## config.mk

```make
export PLATFORM = sky130hd
export DESIGN_NAME = speck_round_sequencer
export DESIGN_NICKNAME = d
export VERILOG_FILES = /design/src/rtl/speck_round_sequencer.sv
export SDC_FILE = /design/constraint.sdc
export NUM_CORES = 1
export LEC_CHECK = 0
export CAP_MARGIN = 20
export CORE_MARGIN = 5
export CORE_UTILIZATION = 56
export DETAILED_ROUTE_END_ITERATION = 8
export PLACE_DENSITY = 0.95
export SLEW_MARGIN = 20
export SYNTH_ARGS = -nofsm -noshare
export SYNTH_HDL_FRONTEND = slang
export SYNTH_SLANG_ARGS = --single-unit
```

## constraint.sdc

```tcl
create_clock -name clk -period 5.3 [get_ports clk]
set_clock_uncertainty 0.2 [all_clocks]
set_input_delay 1.59 -clock clk [delete_from_list [all_inputs] [get_ports clk]]
set_output_delay 1.59 -clock clk [all_outputs]
set_load 0.005 [all_outputs]
```

## src/rtl/speck_round_sequencer.sv

```systemverilog
// Iterative SPECK encryption engine: one round of datapath plus key schedule, reused
// ROUNDS times per block, with valid/ready handshakes on the plaintext and ciphertext sides.
module speck_round_sequencer #(
  parameter int WORD   = 16,
  parameter int ROUNDS = 22,
  parameter int ALPHA  = 7,
  parameter int BETA   = 2,
  parameter int CNT_W  = 5
) (
  input  logic                clk,
  input  logic                rst,
  input  logic                in_valid,
  output logic                in_ready,
  input  logic [2*WORD-1:0]   in_block,
  input  logic [4*WORD-1:0]   in_key,
  output logic                out_valid,
  input  logic                out_ready,
  output logic [2*WORD-1:0]   out_block,
  output logic                busy,
  output logic [CNT_W-1:0]    round_idx
);

  typedef enum logic [1:0] {
    S_IDLE,
    S_RUN,
    S_DONE
  } state_e;

  localparam logic [CNT_W-1:0] LAST_IDX = CNT_W'(ROUNDS - 1);

  state_e state_q, state_d;

  logic [WORD-1:0]  x_q, x_d;
  logic [WORD-1:0]  y_q, y_d;
  logic [WORD-1:0]  k_q, k_d;
  logic [WORD-1:0]  l0_q, l0_d;
  logic [WORD-1:0]  l1_q, l1_d;
  logic [WORD-1:0]  l2_q, l2_d;
  logic [CNT_W-1:0] round_idx_q, round_idx_d;

  logic            accept;
  logic            last_round;
  logic [WORD-1:0] x_ror, y_rol, l0_ror, k_rol;
  logic [WORD-1:0] x_next, y_next, l_new, k_next;

  // Round datapath; the round consumes k_q before the key schedule replaces it.
  assign x_ror  = {x_q[ALPHA-1:0], x_q[WORD-1:ALPHA]};
  assign y_rol  = {y_q[WORD-BETA-1:0], y_q[WORD-1:WORD-BETA]};
  assign l0_ror = {l0_q[ALPHA-1:0], l0_q[WORD-1:ALPHA]};
  assign k_rol  = {k_q[WORD-BETA-1:0], k_q[WORD-1:WORD-BETA]};

  assign x_next = (x_ror + y_q) ^ k_q;
  assign y_next = y_rol ^ x_next;
  assign l_new  = (k_q + l0_ror) ^ WORD'(round_idx_q);
  assign k_next = k_rol ^ l_new;

  assign accept     = in_valid && in_ready;
  assign last_round = (round_idx_q == LAST_IDX);

  // State register and datapath registers share one synchronous reset.
  always_ff @(posedge clk) begin
    // NOTE: every flop uses <= so all registers update from the same pre-edge values.
    if (rst) begin
      state_q     <= S_IDLE;
      x_q         <= '0;
      y_q         <= '0;
      k_q         <= '0;
      l0_q        <= '0;
      l1_q        <= '0;
      l2_q        <= '0;
      round_idx_q <= '0;
    end else begin
      state_q     <= state_d;
      x_q         <= x_d;
      y_q         <= y_d;
      k_q         <= k_d;
      l0_q        <= l0_d;
      l1_q        <= l1_d;
      l2_q        <= l2_d;
      round_idx_q <= round_idx_d;
    end
  end

  // Next-state logic.
  always_comb begin
    state_d = state_q;
    unique case (state_q)
      S_IDLE:  if (in_valid)   state_d = S_RUN;
      S_RUN:   if (last_round) state_d = S_DONE;
      S_DONE:  if (out_ready)  state_d = S_IDLE;
      default: state_d = S_IDLE;
    endcase
  end

  // Datapath next values: capture in IDLE, iterate in RUN, hold otherwise.
  always_comb begin
    // NOTE: defaults to the current value keep every branch fully assigned, so no latch.
    x_d         = x_q;
    y_d         = y_q;
    k_d         = k_q;
    l0_d        = l0_q;
    l1_d        = l1_q;
    l2_d        = l2_q;
    round_idx_d = round_idx_q;
    unique case (state_q)
      S_IDLE: begin
        if (accept) begin
          x_d         = in_block[2*WORD-1:WORD];
          y_d         = in_block[WORD-1:0];
          k_d         = in_key[WORD-1:0];
          l0_d        = in_key[2*WORD-1:WORD];
          l1_d        = in_key[3*WORD-1:2*WORD];
          l2_d        = in_key[4*WORD-1:3*WORD];
          round_idx_d = '0;
        end
      end
      S_RUN: begin
        x_d  = x_next;
        y_d  = y_next;
        k_d  = k_next;
        l0_d = l1_q;
        l1_d = l2_q;
        l2_d = l_new;
        if (!last_round) round_idx_d = round_idx_q + CNT_W'(1);
      end
      default: ;
    endcase
  end

  // Output logic.
  always_comb begin
    in_ready  = (state_q == S_IDLE);
    out_valid = (state_q == S_DONE);
    busy      = (state_q == S_RUN);
  end

  assign out_block = {x_q, y_q};
  assign round_idx = round_idx_q;

endmodule
```

Close-up of the layout:
Bar = 10 um. Window x 46 to 71, y 69 to 94 um. Cells in grey, sequential cells in the stronger grey; small squares are vias.
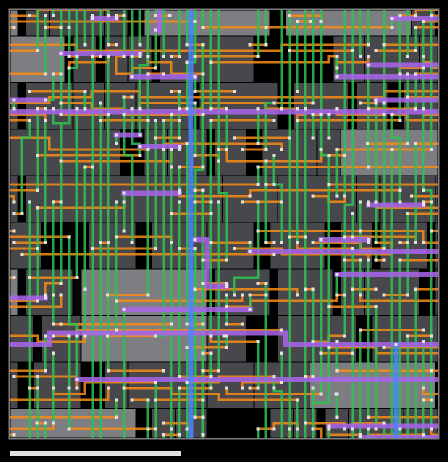
Purple stands for met3. Green stands for met2. Orange stands for met1. Blue stands for met4.
Sequential cells in the window: 7. Most frequent: nand2_1 (12), dfxtp_1 (7). 66 logic cells have their middle in the window. Netlist names of flops here include `k_q` (3), `l2_q` (3).

Placed standard cells:
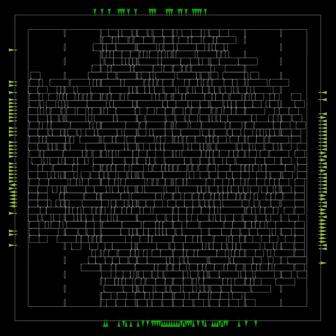
Layout fillers: 782
Layout Utilization: 72.05%
share of cell area taken by flip-flops and latches: 25.28%
core area: 11320 um2

Cell sizes after repair:
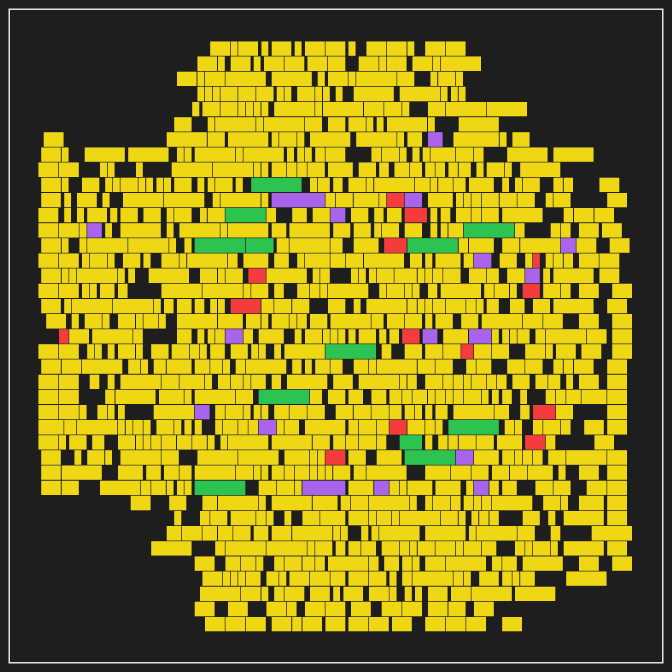
Green stands for drive 6 and up, cells 12, share 1.3%. Red stands for drive 2, cells 14, share 1.5%. Purple stands for drive 3 to 4, cells 17, share 1.8%. Yellow stands for drive 1 or less, cells 888, share 95%.

==> summary.txt <==
Main metrics from the flow reports.

The area growth from synthesis to layout is 27.00%. The power density of the placed cells is 302.9 nW/um2. The internal power summed over all cells is 1.605 mW. The run finished with clean final reports.

After synthesis, the most frequently instantiated cells are sky130_fd_sc_hd__nand2_1 (132), sky130_fd_sc_hd__nor2_1 (111), sky130_fd_sc_hd__dfxtp_1 (103), sky130_fd_sc_hd__xnor2_1 (56), sky130_fd_sc_hd__a21oi_1 (52). The core utilization before placement came out at 56.73%. Of all flip-flops after synthesis, the portion carrying an async set or reset was 0%. The sum of net half-perimeters after detailed placement came out at 14920 um. The starting DRC count in detailed routing is 884.

The number of enable flip-flop cells came out at 0. The antenna diode count is 0. The number of flip-flops and latches is 103. The post-synth design cell area came out at 6422 um2. The placer's final routability congestion estimate is 0.9122.

The fraction of cell area in multi-input combinational cells is reported as 50.31%. Pin placement for this block handled 140 I/O pins. The root buffer cell chosen for the clock tree is sky130_fd_sc_hd__clkbuf_16. The average vias per placed instance is 6.309. The number of buffers added on ports came out at 139. The net count of the finished layout came out at 1060.

The total cell area at the placement stage came out at 7864 um2. The count of final max-slew check failures came out at 0. The chip occupies 13710 um2. The routed wire length per instance came out at 19.43 um. In the layout the commonest cells are sky130_fd_sc_hd__clkdlybuf4s50_1 (138), sky130_fd_sc_hd__nand2_1 (132), sky130_fd_sc_hd__nor2_1 (110), sky130_fd_sc_hd__dfxtp_1 (103), sky130_fd_sc_hd__xnor2_1 (56). The peak clock frequency supported by timing came out at 275.0 MHz. Setup repair after global routing left no endpoint under its margin. The register share after synthesis came out at 32.11%. By area the synthesized netlist is led by sky130_fd_sc_hd__dfxtp_1 (32%), sky130_fd_sc_hd__nand2_1 (7.7%), sky130_fd_sc_hd__xnor2_1 (7.6%), sky130_fd_sc_hd__nor2_1 (6.5%), sky130_fd_sc_hd__ha_1 (6.2%).

Buffers added to address setup during post-CTS repair amount to 0. The combinational power share came out at 34.8%. The post-synthesis area per instance is 7.804 um2. For the completed layout, the total cell area is recorded as 8157 um2. The required time at the worst-slack endpoint came out at 5.34 ns.

According to the floorplan report, the die width is 117.1 um. The most common logic cell in the final layout is sky130_fd_sc_hd__clkdlybuf4s50_1. The timing report shows the most common cell along the critical path to be sky130_fd_sc_hd__nor2_1. The final antenna-violating net count came out at 0.

TritonCTS reports the number of clock sinks as 103. The height of the die is 117.1 um. The worst setup path is of the in2reg kind. Listed in order, past its start point the critical path passes clkdlybuf4s50_1 > nor2_1 > nor2_4 > nor2_1 > a21oi_1 > nand3_1. The clock slew seen by the registers of the worst setup and hold paths came out at 0.07 ns. Non-clock buffering takes up 17.98% of total cell area after layout.

The number of vias in the routed layout is 6776. The final critical-path share of the clock period is 68.61%. The number of hold-slack violations in the final timing report is 0.

The proportion of cell area spent on the clock network is 3.590%. The most used flip-flop cell after synthesis is sky130_fd_sc_hd__dfxtp_1. The number of nets at floorplan is 957.

The count of inverters not on the clock network in the layout came out at 14. The final routed DRC violation total came out at 0. The synthesized flop and latch total is 103.

The post-route netlist has 4.619% of its cells at a drive strength greater than 1. The global-route congestion overflow total came out at 0. For this run, the total global-route usage over all layers was measured as 29.85%. The part of the power in registers came out at 38.7%. The most critical min-delay path falls under reg2reg. The clock buffer count in the final layout is 10.

The non-clock buffer instance count of the final layout came out at 148. The netlist uses 56 different library cells. For the pin with the worst max-slew slack, the measured transition is 1.025 ns. The combinational gate area came out at 4104 um2.

The global-route wire length before repair is 32290 um. Per the timing report, the biggest fanout along the worst path comes to 36. The number of warnings reported in the yosys synthesis log is 0. Summing the areas of all xor and xnor instances in the mapped netlist gives 10.99% of the synthesized area. Among all cell types in the netlist, the one instantiated most often is sky130_fd_sc_hd__nand2_1. The H-tree level count is 3.

The count of standard-cell rows came out at 39. The biggest area contributor in the post-synthesis netlist is sky130_fd_sc_hd__dfxtp_1. The buffer levels on the longest clock path came out at 2.
Clock wires, drivers and flops:
Bar = 20 um.
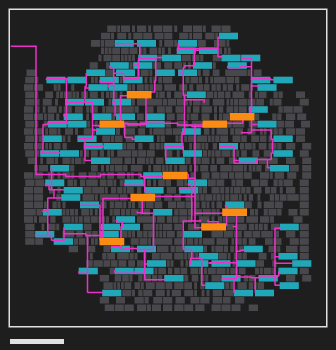
Cyan stands for flip-flops, count 103. Magenta stands for clock wires, length 1210 um. Orange stands for cells driving clock nets, count 9.
There are 10 routed clock nets.
Latency at later pin: 0.35 ns
share of power burned in the clock network: 26.5%
power consumed by the clock network: 655 uW

Wire density map:
The die is cut into 23 by 23 equal tiles; dark blue is low, red is high, scaled to the fullest tile. Values are wire area over tile area, all layers added.
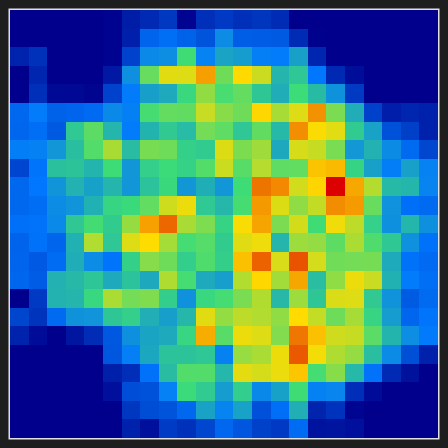
18% of the tiles are nearly empty. 30% of the tiles are over half the peak. The densest ninth of the die: middle. The mean over all tiles is 0.26. The fullest tile reaches 0.77.

## worst paths after layout
kind,from,endpoint,slack [ns],depth (start not counted)
max,in_valid,y_q[13]$_SDFFE_PP0P_,1.66,6
min,l2_q[13]$_SDFFE_PP0P_,l2_q[13]$_SDFFE_PP0P_,0.28,2
max reg2reg,k_q[0]$_SDFFE_PP0P_,k_q[12]$_SDFFE_PP0P_,2.34,10
min reg2reg,l2_q[13]$_SDFFE_PP0P_,l2_q[13]$_SDFFE_PP0P_,0.28,2
## routing by layer
metal  wire [um]  global-route usage, %
met3        2598                  6.375
met1        8083                  39.44
met2        9552                  48.27
met4         630                  10.78
met5           0                      0
## kinds of logic (layout without fill, tap and decap cells)
| family | count (synthesis) | in the layout |
|---|---|---|
| AOI/OAI and AO/OA | 220 | 220 |
| muxes | 6 | 6 |
| buffers and inverters | 70 | 178 |
| DFF | 103 | 103 |
| xor gates and xnor gates | 79 | 79 |
| adders and majority gates | 34 | 34 |
| and+or+nand+nor | 311 | 311 |
## worst max-delay path: cells and delay by family
kind | cells | cell delay (ns)
simple gates | 4 | 1.31
buf+inv | 1 | 0.51
compound gates | 1 | 0.26
## power groups by stage
stage	combinational, mW	sequential [mW]	clock [mW]
finish	0.860	0.956	0.655
global route	0.927	0.961	0.686
CTS	0.846	0.950	0.653
detailed placement	0.834	0.967	0
global placement	0.809	0.964	0
floorplan	0.571	0.931	0
## through the flow
stage	hold slack (ns)	setup slack, ns	utilization [%]	cells
after floorplan	0.2227	2.108	-	823
after global placement	0.2351	1.456	69.46	1058
after detailed placement	0.2628	1.399	69.46	1058
after CTS	0.2816	1.725	72.05	1074
after global routing	0.2961	1.567	72.05	1074
final	0.2820	1.664	72.05	1074
Power figures rest on the tool's default switching activity, not on a simulated workload.
